$ cat src/rtl/adder_arbiter.sv
// Round-robin arbiter sharing one 64-bit Kogge-Stone adder among NREQ requesters, with a
// single registered result slot. Define ADDER_ARB_SUB_EN to enable per-request subtraction.

module koggestone64bit (
  input  logic [63:0] a,
  input  logic [63:0] b,
  input  logic        cin,
  output logic [63:0] sum,
  output logic        cout
);

  logic [63:0] p0;
  logic [63:0] g_final;

  assign p0 = a ^ b;

  genvar gl;
  generate
    for (gl = 0; gl <= 6; gl++) begin : lvl
      logic [63:0] g;
      logic [63:0] p;
      if (gl == 0) begin : g_init
        // Carry-in is folded into bit 0's generate so prefix outputs are true carries.
        assign g = (a & b) | {63'd0, p0[0] & cin};
        assign p = p0;
      end else begin : g_step
        localparam int D = 1 << (gl - 1);
        localparam logic [63:0] LOW_MASK = (64'd1 << D) - 64'd1;
        assign g = lvl[gl-1].g | (lvl[gl-1].p & (lvl[gl-1].g << D));
        assign p = lvl[gl-1].p & ((lvl[gl-1].p << D) | LOW_MASK);
      end
    end
  endgenerate

  assign g_final = lvl[6].g;
  assign sum     = p0 ^ {g_final[62:0], cin};
  assign cout    = g_final[63];

endmodule

module adder_arbiter #(
  parameter int NREQ = 4,
  parameter int IDW  = 2
) (
  input  logic                 clk,
  input  logic                 reset_n,
  input  logic [NREQ-1:0]      req_valid,
  output logic [NREQ-1:0]      req_ready,
  input  logic [NREQ*64-1:0]   req_a,
  input  logic [NREQ*64-1:0]   req_b,
  input  logic [NREQ-1:0]      req_cin,
  input  logic [NREQ-1:0]      req_sub,
  output logic                 res_valid,
  input  logic                 res_ready,
  output logic [63:0]          res_sum,
  output logic                 res_cout,
  output logic [IDW-1:0]       res_id
);

  localparam int NPAD = 2 ** IDW;
  localparam logic [IDW:0]   NREQ_W = NREQ[IDW:0];
  localparam logic [IDW-1:0] LAST_ID = IDW'(NREQ - 1);

  typedef enum logic {
    EMPTY = 1'b0,
    FULL  = 1'b1
  } state_t;

  state_t         state_q, state_d;
  logic [IDW-1:0] ptr_q, ptr_d;
  logic [63:0]    sum_q, sum_d;
  logic           cout_q, cout_d;
  logic [IDW-1:0] id_q, id_d;

  logic [NPAD-1:0] valid_pad;
  logic [IDW:0]    idx;
  logic [IDW-1:0]  win;
  logic            any_valid;
  logic            slot_free;
  logic            accept;

  logic [63:0] sel_a, sel_b;
  logic        sel_cin, sel_sub;
  logic [63:0] add_b;
  logic        add_cin;
  logic [63:0] add_sum;
  logic        add_cout;

  assign valid_pad = NPAD'(req_valid);

  // Scan offsets from the far end so the requester closest to ptr is the last to assign win.
  always_comb begin
    win       = '0;
    any_valid = 1'b0;
    idx       = '0;
    for (int k = NREQ - 1; k >= 0; k--) begin
      idx = {1'b0, ptr_q} + k[IDW:0];
      if (idx >= NREQ_W) begin
        idx = idx - NREQ_W;
      end
      if (valid_pad[idx[IDW-1:0]]) begin
        win       = idx[IDW-1:0];
        any_valid = 1'b1;
      end
    end
  end

  assign slot_free = (state_q == EMPTY) | res_ready;
  assign accept    = any_valid & slot_free;

  genvar gi;
  generate
    for (gi = 0; gi < NREQ; gi++) begin : g_ready
      assign req_ready[gi] = accept & (win == IDW'(gi));
    end
  endgenerate

  always_comb begin
    sel_a   = '0;
    sel_b   = '0;
    sel_cin = 1'b0;
    sel_sub = 1'b0;
    for (int i = 0; i < NREQ; i++) begin
      if (win == IDW'(i)) begin
        sel_a   = req_a[64*i +: 64];
        sel_b   = req_b[64*i +: 64];
        sel_cin = req_cin[i];
        sel_sub = req_sub[i];
      end
    end
  end

`ifdef ADDER_ARB_SUB_EN
  // a - b as a + ~b + 1; the requester's carry-in is ignored when subtracting.
  assign add_b   = sel_sub ? ~sel_b : sel_b;
  assign add_cin = sel_sub | sel_cin;
`else
  logic unused_sub;
  assign unused_sub = sel_sub;
  assign add_b      = sel_b;
  assign add_cin    = sel_cin;
`endif

  koggestone64bit u_adder (
    .a    (sel_a),
    .b    (add_b),
    .cin  (add_cin),
    .sum  (add_sum),
    .cout (add_cout)
  );

  always_comb begin
    state_d = state_q;
    ptr_d   = ptr_q;
    sum_d   = sum_q;
    cout_d  = cout_q;
    id_d    = id_q;
    if (accept) begin
      state_d = FULL;
      sum_d   = add_sum;
      cout_d  = add_cout;
      id_d    = win;
      ptr_d   = (win == LAST_ID) ? '0 : win + 1'b1;
    end else if ((state_q == FULL) && res_ready) begin
      state_d = EMPTY;
    end
  end

  always_ff @(posedge clk or negedge reset_n) begin
    if (!reset_n) begin
      state_q <= EMPTY;
      ptr_q   <= '0;
      sum_q   <= '0;
      cout_q  <= 1'b0;
      id_q    <= '0;
    end else begin
      state_q <= state_d;
      ptr_q   <= ptr_d;
      sum_q   <= sum_d;
      cout_q  <= cout_d;
      id_q    <= id_d;
    end
  end

  assign res_valid = (state_q == FULL);
  assign res_sum   = sum_q;
  assign res_cout  = cout_q;
  assign res_id    = id_q;

endmodule

$ cat config.mk
export PLATFORM = sky130hd
export DESIGN_NAME = adder_arbiter
export DESIGN_NICKNAME = d
export VERILOG_FILES = /design/src/rtl/adder_arbiter.sv
export SDC_FILE = /design/constraint.sdc
export NUM_CORES = 1
export LEC_CHECK = 0
export ABC_CLOCK_PERIOD_IN_PS = 11700
export CAP_MARGIN = 20
export CORE_AREA = 2 2 231 233
export DETAILED_ROUTE_END_ITERATION = 8
export DIE_AREA = 0 0 233 235
export PLACE_DENSITY = 0.59
export RECOVER_POWER = 100
export SETUP_SLACK_MARGIN = 0.4
export SLEW_MARGIN = 30
export SYNTH_ARGS = -nofsm -noshare
export SYNTH_HDL_FRONTEND = slang
export SYNTH_SLANG_ARGS = --single-unit
$ cat constraint.sdc
create_clock -name clk -period 11.7 [get_ports clk]
set_clock_uncertainty 0.1 [all_clocks]
set_input_delay 3.51 -clock clk [delete_from_list [all_inputs] [get_ports clk]]
set_output_delay 3.51 -clock clk [all_outputs]
set_load 0.02 [all_outputs]
### Drive-strength map

Drawn at 1.5 px/um.
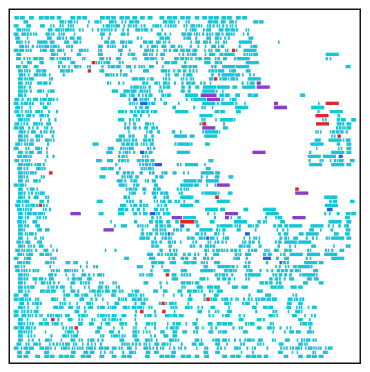
legend:
  purple:
    size: _6 and larger
    cells: 16
    share: 0.69%
  red:
    size: _3 and _4 cells
    cells: 21
    share: 0.91%
  blue:
    size: _2 cells
    cells: 13
    share: 0.56%
  cyan:
    size: _0 and _1 cells
    cells: 2268
    share: 98%
Non-clk bufs: 612
setup ws final: 1.19 ns
Final Instance Area: 17600 um2
Area Overhead vs Synth: 62.2%

### Nets reached from selected ports

Drawn at 1.5 px/um.
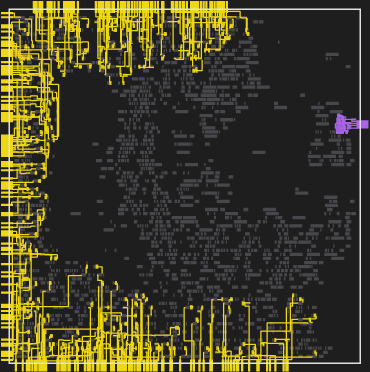
legend:
  purple:
    port: `req_valid`
    direction: input
    end_cells: 10
    buffers: 4
    wire: 136 um
  yellow:
    port: `req_a`
    direction: input
    end_cells: 255
    buffers: 256
    wire: 7640 um
IO Pins: 599
# port buffers: 594

### The metal 1 layer

Drawn at 2 px/um. Supply wires on this layer in gray. Cells faint in the background.
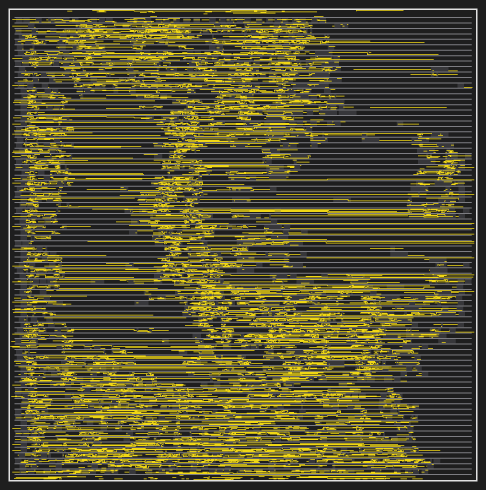
longest straight run: 126 um
main direction: horizontal
via count: 14620
routing usage on met1: 29.9%
WL final: 62.7 mm

==> job_summary.md <==
### Yosys + OpenROAD results

| Metric | Value |
|---|---|
| Fp util | `20.7%` |
| Via density per instance | `4.86` |
| WP depth | `21` |
| Asr flop ratio synth | `100%` |
| Status | `complete, but fails checks` |
| Clock root cell | `clkbuf_16` |
| Max reg flops | `64` |
| Number of max-cap violations | `3` |
| Core Box Area | `52200 um2` |
| Tot GR Track Use | `around 22%` |
| Global route overflow | `0` |
| Failing checks | `max-capacitance violations, max-slew violations` |
| Max Clock Freq | `0.0952 GHz` |
| Final ANT Viol Nets | `0` |
| Pre-CTS setup slack | `1.44 ns` |
| Clock Path Buffers | `2` |
| DP HPWL | `52.7 mm` |
| Area fraction in compound gates | `35.7%` |
| Period minus WS final | `10.51 ns` |
| DR iter-0 viols | `830` |
| Final Cycle Share | `89.8%` |
| Cell area leaders | `dfrtp_1, a21oi_1, nand2_1` |
| Syn_nets | `2432` |
| Worst path slowest cell | `ha_1` |
| Worst Path Max Fanout | `63` |
| CP Launch Point | `req_valid[0]` |
| Signal buf overhead | `34.8%` |
| Slew Limit Fails | `212` |
| OpenROAD warning count | `39` |
| First-pass DRT Iterations | `5` |
| Lkg Pwr | `a little over 7 nW` |
[kinds of logic after synthesis]
family | Yosys count
AND/OR/NAND/NOR | 797
adder cells (fa/ha/maj) | 69
multiplexers | 4
XOR/XNOR | 46
buffers and inverters | 168
flip-flops | 70
AND-OR/OR-AND | 682
[routing by layer]
metal | part of all wire [%] | up-vias | track usage (%)
met5 | 0 | - | 0
met4 | 1.1 | 0 | 3.32
met3 | 5.9 | 41 | 3.45
met2 | 47 | 502 | 36.8
met1 | 46 | 6742 | 29.9
li1 | - | 7335 | -
[power by group through the flow]
stage	Clock [mW]	Combinational, mW	Sequential [mW]
6_report	0.288	3.19	0.424
5_1_grt	0.307	3.50	0.441
4_1_cts	0.300	3.25	0.430
3_5_place_dp	0	3.23	0.434
3_3_place_gp	0	3.20	0.429
2_1_floorplan	0	1.84	0.556
Power figures rest on the tool's default switching activity, not on a simulated workload.
